Fig. 1: run 1, placement view
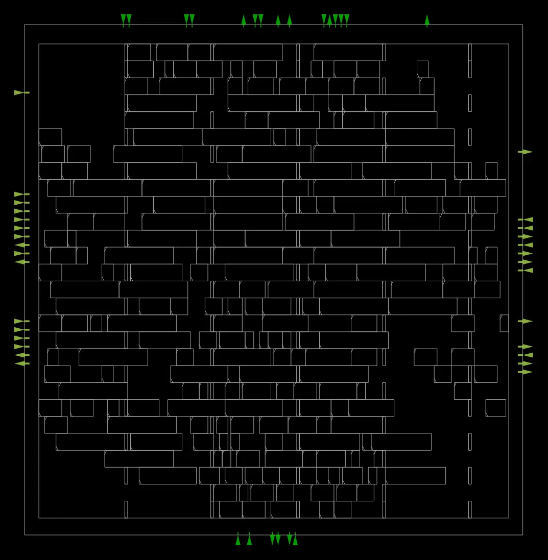
Fig. 2: run 1, met2 routing
The bar under the picture is 20 um long.
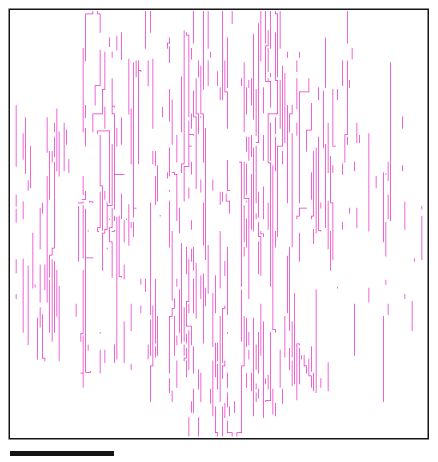
Fig. 3: run 1, sequential cells grouped by signal name
Other sequential cells in the stronger grey, the rest of the logic in the fainter grey.
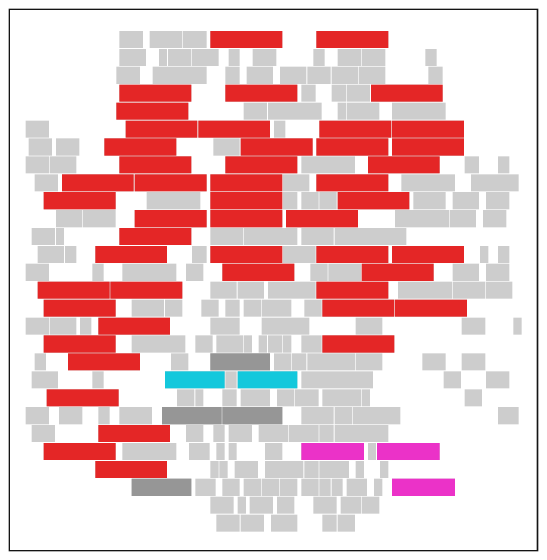
### src/rtl/instr_queue.sv
// instr_queue: multi-source show-ahead instruction FIFO with sticky overflow/underflow/select-error flags
module instr_queue #(
  parameter int WIDTH = 12,
  parameter int NSRC = 2,
  parameter int DEPTH = 4
) (
  input  logic                         clk,
  input  logic                         reset,
  input  logic                         ld,
  input  logic [$clog2(NSRC)-1:0]      sel,
  input  logic [NSRC*WIDTH-1:0]        in,
  input  logic                         pop,
  input  logic                         flush,
  output logic [WIDTH-1:0]             result,
  output logic                         valid,
  output logic                         full,
  output logic [$clog2(DEPTH+1)-1:0]   count,
  output logic                         ovf,
  output logic                         unf,
  output logic                         sel_err
);
  localparam int AW = $clog2(DEPTH);
  localparam int CW = $clog2(DEPTH+1);
  logic [WIDTH-1:0] mem [DEPTH];
  logic [AW-1:0] rp, wp;
  logic sel_ok, pop_ok, push_ok;
  logic [NSRC*WIDTH-1:0] src;
  assign sel_ok = int'(sel) < NSRC;
  assign valid = count != '0;
  assign full = count == CW'(DEPTH);
  assign pop_ok = pop && !flush && valid;
  assign push_ok = ld && !flush && sel_ok && (!full || pop_ok);
  assign src = in >> (int'(sel) * WIDTH);
  assign result = valid ? mem[rp] : '0;
  always_ff @(posedge clk)
    if (push_ok) mem[wp] <= src[WIDTH-1:0];
  always_ff @(posedge clk or posedge reset)
    if (reset) begin
      rp <= '0;
      wp <= '0;
      count <= '0;
      ovf <= 1'b0;
      unf <= 1'b0;
      sel_err <= 1'b0;
    end else if (flush) begin
      rp <= '0;
      wp <= '0;
      count <= '0;
    end else begin
      if (pop_ok) rp <= rp + AW'(1);
      if (push_ok) wp <= wp + AW'(1);
      count <= count + CW'(push_ok) - CW'(pop_ok);
      ovf <= ovf | (ld && sel_ok && full && !pop_ok);
      unf <= unf | (pop && !valid);
      sel_err <= sel_err | (ld && !sel_ok);
    end
endmodule

### config.mk
export PLATFORM = sky130hd
export DESIGN_NAME = instr_queue
export DESIGN_NICKNAME = d
export VERILOG_FILES = /design/src/rtl/instr_queue.sv
export SDC_FILE = /design/constraint.sdc
export NUM_CORES = 1
export LEC_CHECK = 0
export ABC_CLOCK_PERIOD_IN_PS = 1870
export CAP_MARGIN = 20
export CORE_AREA = 2 2 78 80
export DETAILED_ROUTE_END_ITERATION = 12
export DIE_AREA = 0 0 80 82
export PLACE_DENSITY = 0.8
export RECOVER_POWER = 50
export SYNTH_ARGS = -nofsm -noshare
export SYNTH_HDL_FRONTEND = slang
export SYNTH_SLANG_ARGS = --single-unit
export TNS_END_PERCENT = 5
### constraint.sdc
create_clock -name clk -period 1.87 [get_ports clk]
set_input_delay 0.374 -clock clk [delete_from_list [all_inputs] [get_ports clk]]
set_output_delay 0.374 -clock clk [all_outputs]
set_load 0.01 [all_outputs]
==> Slide: Implementation Results, run 1 <==
Run Summary

Outcome
  – Status: finished, violations left
  – Failing checks: setup timing

Critical path
  – CP endpoint: result[10]
  – Worst setup SP type: register
  – Max FO, Critical Path: 3
  – Worst path required time: 1.50 ns
  – Reg2reg setup slack: -0.08 ns
  – R2R depth: 8
  – Crit. Startpoint: rp[0]$_DFFE_PP0P_
  – Crit path arrival time: 1.71 ns
  – Worst R2R Start: count[1]$_DFF_PP0_
  – Crit path kind: register to output pin
  – Reg2Reg Capture Point: count[1]$_DFF_PP0_
  – CP Capture Type: output pin

Layout
  – Comb area share: 0.2283
  – Bufs w/o clock: 83
  – Inverter count: 7
  – Cell area after layout: 3596 um^2
  – Most common logic cells in the final layout: edfxtp_1, clkdlybuf4s50_1, buf_4
  – Number of diodes: 0
  – Clock buf/inv share: 0.05845
  – NonClk Buf Share: 0.2154
  – CLK BUF: 10
  – Commonest Layout Cell: edfxtp_1
  – Count of multi-input gates: 74
  – Gate Area: 820.8 um^2
  – Layout area overhead: 40.33%
  – Dominant kind of cell: sequential cells
  – Final nets: 268
  – Fillers: 438
  – Share of layout cells above drive strength 1: 0.3671

Drt
  – DR DRC count: 0
  – Antenna violation net count after detailed routing: 0
  – Pre-Repair DR Iteration Count: 4
  – Met3 wire len: 260 um
  – Highest Signal Layer: met4
  – Met1 WL: 2.164 mm
  – Wire length per cell: 16.82 um
  – Routed vias/inst: 4.997
  – Initial DRC count: 118
  – Routed wl met2: 2.734 mm

Yosys
  – Multiplexer share: 0.1724
  – # Cells Yosys: 145
  – Ys flops: 57
  – Logic family by area: multiplexers
  – Post-synth cell types: 36
  – Most area-hungry cell type in the Yosys netlist: edfxtp_1
  – Commonest cells post-synth: edfxtp_1, mux2_2, dfrtp_1
  – Simple Share, Synth: 0.07520
  – Yosys xor share: 0.01025
  – Post-synth top flop: edfxtp_1
  – Fa+ha+maj area frac: 0.03223
  – Count of library flops with an enable pin: 48
  – Synth top area share: 0.5625
  – YS warnings: 0
  – Synth Net Count: 181
  – Synth Area in Compound Gates: 0.02539
  – FFs w/ async S/R, synth: 0.1579
  – Yosys stat chip area: 2562 um^2
  – Sequential share of the synthesized area: 0.6504
  – Yosys top cell by instances: edfxtp_1
  – Avg Cell Area, Syn: 17.67 um^2
  – Synth Instances: 145
  – Top cells by area: edfxtp_1, dfrtp_1, mux4_2
  – Mapped cell area: 2562 um^2

Global routing
  – GR Util All Layers: 0.1736
  – Pin count of the biggest net entering global routing: 13
  – Met1 GRT Util: 0.2071
  – Met3 usage: 0.05275
  – Gr ovfl total: 0
  – Most Crowded Layer GR: met2
  – Initial antenna violation count: 0
  – Vias in the first global route: 1596
  – First-pass GRT wire length: 7.941 mm

Final timing
  – Fmax: 0.4807 GHz
  – Max-slew violations: 0
  – Skew final: 0.004421 ns
  – Normalized max-slew margin: 0.5134
  – Final min period: 2.080 ns
  – Worst Slack Setup Final: -0.2102 ns
  – Fin Hold WS: 0.4416 ns
  – Worst Tran Pin Value: 0.7298 ns
  – RSZ-0062 raised after global routing: true
  – Final Hold Vio Count: 0
  – Final setup violation count: 15
  – Period utilisation layout: 1.112

CTS
  – Worst skew pair latency: 0.33 ns
  – Max clock buf depth: 2
  – H-tree depth: 3
  – Worst-path clk slew: 0.06 ns
  – CTS tree: yes
  – Clock sink count: 57
  – CTS root buffer: clkbuf_8
  – Cts bufs inserted: 9
  – Hold-fix buffers at CTS: 0

Floorplanning
  – Die y size: 82 um
  – Cell row count: 28
  – Init Core Util: 0.4460
  – Die area: 6560 um^2
  – Ports: 50
  – CORE AREA: 5746 um^2
  – Chip width: 80 um

Flow run
  – Max Cap Viol: 0
  – Tool warning count: 31

Placed design
  – DPL Wire Length: 3.497 mm
  – Inst Count DP: 289
  – Placed cell area: 3353 um^2
  – GP Congestion: 0.7998
  – PortBufs: 48

Power
  – Maximum vdd drop: 0.6808 mV
  – Power Dens Cells: 1220 nW/um^2
  – Leakage: 1.386 nW

Min path
  – Hold Crit Class: input port to async pin
Notes on Fig. 1 above:
Finished Core Util: 0.6259
fin cells: 312
Flop Count: 57
Tapcells: 75

Notes on Fig. 2 above:
wire length on this layer = 2730 um
nets with wire on the layer = 236
share of all routed wire = 52%
longest straight run = 31.4 um
vias: 1559
grt met2 use: 0.2925
WL final: 5.248 mm

Notes on Fig. 3 above:
count -> magenta  # placed flops 3
mem -> red  # placed flops 48
rp -> cyan  # placed flops 2
not coloured = 4
fraction of area in registers: 0.4645
sequential standard cell area: 1670 um^2
Seq power: 0.00157 W

==> run 1: per-stage QoR <==
step | utilization | total power (W) | TNS [ns] | setup WS [ns]
floorplan | - | 0.002317 | 0 | 0.003996
global placement | 0.5836 | 0.003007 | -9.697 | -0.3837
detailed placement | 0.5836 | 0.003027 | -10.55 | -0.4538
CTS | 0.6274 | 0.004410 | -2.671 | -0.2323
global route | 0.6259 | 0.004602 | -3.591 | -0.2967
finish | 0.6259 | 0.004387 | -2.403 | -0.2102
==> run 1: state kept, by name, summed over array words and instances, names as in the netlist <==
signal  cells
rp          2
unf         1
ovf         1
count       3
mem        48
wp          2
==> run 1: report_power, final <==
group          internal [W]  switching [W]
Clock              0.000743       0.000476
Combinational      0.000943       0.000657
Sequential          0.00150      0.0000692
Total               0.00318        0.00120
==> run 1: how the worst min path moves through the flow <==
stage / from / end
2_1_floorplan: reset / count[2]$_DFF_PP0_
3_3_place_gp: unf$_DFFE_PP0N_ / unf$_DFFE_PP0N_
3_5_place_dp: unf$_DFFE_PP0N_ / unf$_DFFE_PP0N_
4_1_cts: reset / unf$_DFFE_PP0N_
5_1_grt: reset / rp[1]$_DFFE_PP0P_
6_report: reset / wp[0]$_DFFE_PP0P_
==> run 1: timing repair <==
action                     CTS  global route
gates resized               68             4
buffers inserted             7             0
hold endpoints to repair     0             0
pin swaps                    3             0
setup endpoints to repair   18            25
==> run 1: worst max-delay path, stage by stage, from the launching register on <==
cell	delay, ns
dfrtp_1	0.38
buf_6	0.14
buf_6	0.10
mux4_2	0.47
nor2b_1	0.14
buf_2	0.13
==> inputs of run 2 (changes only) <==
ABC_CLOCK_PERIOD_IN_PS = unset   (was 1870)
Fig. 4: run 2, sequential cells grouped by signal name
Other sequential cells in the stronger grey, the rest of the logic in the fainter grey.
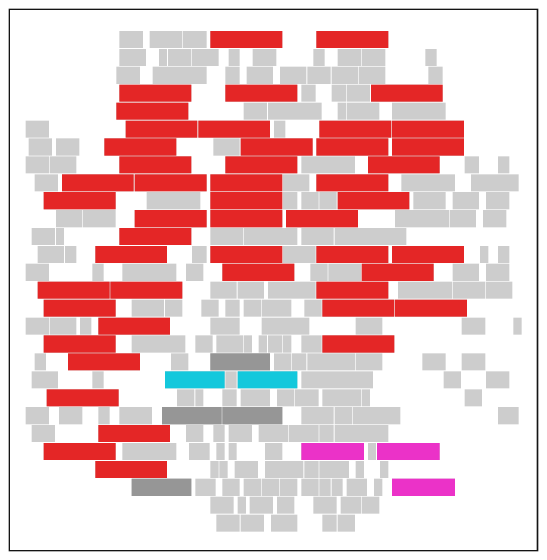
count -> magenta  # placed flops 3
mem -> red  # placed flops 48
rp -> cyan  # placed flops 2
not coloured = 4

==> run 2 against run 1 <==
  * The run still ends with setup timing left
  * Synthesized area stayed put
  * Sequential share of layout area stayed put
  * First-iteration DRC count stayed put
  * Wire length stayed put
  * Via count stayed put
  * Hold slack stayed put
  * Flip-flop count stayed put
  * Register-to-register slack hardly changed
  * Global-route usage stayed put
  * Final area stayed put
  * Critical path depth stayed put
  * Critical endpoint unchanged
  * Largest power group unchanged
==> Slide: Implementation Results, run 2 <==
Run Summary

Yosys
  – Yosys top cell by instances: edfxtp_1 (unchanged)
  – Synth Instances: 145 (unchanged)
  – FFs w/ async S/R, synth: 0.1579 (unchanged)
  – Ys flops: 57 (unchanged)
  – Mapped cell area: 2562 um^2 (unchanged)
  – Commonest cells post-synth: edfxtp_1, mux2_2, dfrtp_1 (unchanged)
  – Most area-hungry cell type in the Yosys netlist: edfxtp_1 (unchanged)
  – Yosys stat chip area: 2562 um^2 (unchanged)
  – Synth top area share: 0.5625 (unchanged)
  – Sequential share of the synthesized area: 0.6504 (unchanged)
  – Avg Cell Area, Syn: 17.67 um^2 (unchanged)
  – Post-synth top flop: edfxtp_1 (unchanged)

Final timing
  – Worst Tran Pin Value: 0.7298 ns (unchanged)
  – Final setup violation count: 15 (unchanged)
  – Total negative slack: -2.403 ns (unchanged)
  – Final min period: 2.080 ns (unchanged)
  – RSZ-0062 raised after global routing: true (unchanged)
  – Worst Slack Setup Final: -0.2102 ns (unchanged)
  – Fin Hold WS: 0.4416 ns (unchanged)
  – Final Hold Vio Count: 0 (unchanged)

Critical path
  – Max FO, Critical Path: 3 (unchanged)
  – Worst R2R Start: count[1]$_DFF_PP0_ (unchanged)
  – Worst setup SP type: register (unchanged)
  – Crit path arrival time: 1.71 ns (about the same)
  – Worst path required time: 1.50 ns (about the same)
  – CP Capture Type: output pin (unchanged)
  – Reg2Reg Capture Point: count[1]$_DFF_PP0_ (unchanged)

Drt
  – Antenna violation net count after detailed routing: 0 (unchanged)
  – DR DRC count: 0 (unchanged)
  – Routed vias/inst: 4.997 (unchanged)
  – Vias: 1559 (unchanged)
  – Initial DRC count: 118 (unchanged)
  – Pre-Repair DR Iteration Count: 4 (unchanged)
  – WL final: 5.248 mm (unchanged)

Power
  – Seq power: 0.00157 W (about the same)
  – Int Power: 0.003185 W (unchanged)
  – P_sw: 0.001202 W (unchanged)
  – Switching Share: 0.2741 (unchanged)
  – Leakage: 1.386 nW (unchanged)
  – Pwr Total: 0.004387 W (unchanged)
  – Clock power frac: 0.278 (about the same)
  – Seq pwr share: 0.357 (about the same)

Outcome
  – Failing checks: setup timing (unchanged)
  – Status: finished, violations left (unchanged)

Layout
  – Gate Area: 820.8 um^2 (unchanged)
  – Fin cells: 312 (unchanged)
  – Fillers: 438 (unchanged)
  – Number of diodes: 0 (unchanged)
  – Finished Core Util: 0.6259 (unchanged)
  – Top reg by flops: mem (unchanged)
  – Most common logic cells in the final layout: edfxtp_1, clkdlybuf4s50_1, buf_4 (unchanged)
  – Final nets: 268 (unchanged)
  – Share of layout cells above drive strength 1: 0.3671 (unchanged)

Floorplanning
  – Cell row count: 28 (unchanged)
  – Die y size: 82 um (unchanged)
  – CORE AREA: 5746 um^2 (unchanged)
  – Chip width: 80 um (unchanged)

CTS
  – CTS root buffer: clkbuf_8 (unchanged)

Placed design
  – DPL Wire Length: 3.497 mm (unchanged)
  – Placed cell area: 3353 um^2 (unchanged)
  – Pre-CTS setup slack: -0.4538 ns (unchanged)

Global routing
  – First-pass GRT wire length: 7.941 mm (unchanged)
  – Met1 GRT Util: 0.2071 (unchanged)
  – Gr ovfl total: 0 (unchanged)
  – Grt met2 use: 0.2925 (unchanged)
  – Pin count of the biggest net entering global routing: 13 (unchanged)

Flow run
  – Max Cap Viol: 0 (unchanged)
[run 2: critical path, stage by stage (launching register included)]
cell and delay, ns:
dfrtp_1 0.38, buf_6 0.14, buf_6 0.10, mux4_2 0.47, nor2b_1 0.14, buf_2 0.13
[run 2: worst max path at each step]
stage	slack, ns	from	depth (start not counted)	to
floorplan	0.004	count[1]$_DFF_PP0_	8	count[2]$_DFF_PP0_
global placement	-0.38	pop	9	count[2]$_DFF_PP0_
detailed placement	-0.45	pop	9	count[2]$_DFF_PP0_
CTS	-0.23	rp[0]$_DFFE_PP0P_	5	result[9]
global route	-0.30	rp[0]$_DFFE_PP0P_	5	result[7]
finish	-0.21	rp[0]$_DFFE_PP0P_	5	result[10]
[run 2: final cells by class]
class,instances,share of cell area
Inverter,7,0.007307
Multi-Input combinational cell,74,0.2283
Clock buffer,10,0.03549
Sequential cell,57,0.4645
Tap cell,75,0.02610
Clock inverter,6,0.02296
Timing Repair Buffer,83,0.2154
[run 2: logic make-up after synthesis]
logic type | after synthesis | synth area share
other | 1 | 0.001463
xor gates and xnor gates | 3 | 0.01026
DFF | 57 | 0.6504
muxes | 26 | 0.1724
and+or+nand+nor | 29 | 0.07520
adders and majority gates | 6 | 0.03223
buffers and inverters | 14 | 0.03271
AOI/OAI and AO/OA | 9 | 0.02539
[run 2: metal layers]
| metal | wire [um] | vias to the layer above |
|---|---|---|
| met4 | 88 | 0 |
| met2 | 2734 | 60 |
| li1 | - | 716 |
| met5 | 0 | - |
| met1 | 2164 | 774 |
| met3 | 260 | 9 |
[run 2: timing repair]
action                                  4_1_cts  5_1_grt
resized                                      68        4
pin swaps                                     3        0
endpoints found under the setup margin       18       25
buffers inserted                              7        0
Power is estimated from default activity; no workload was simulated.
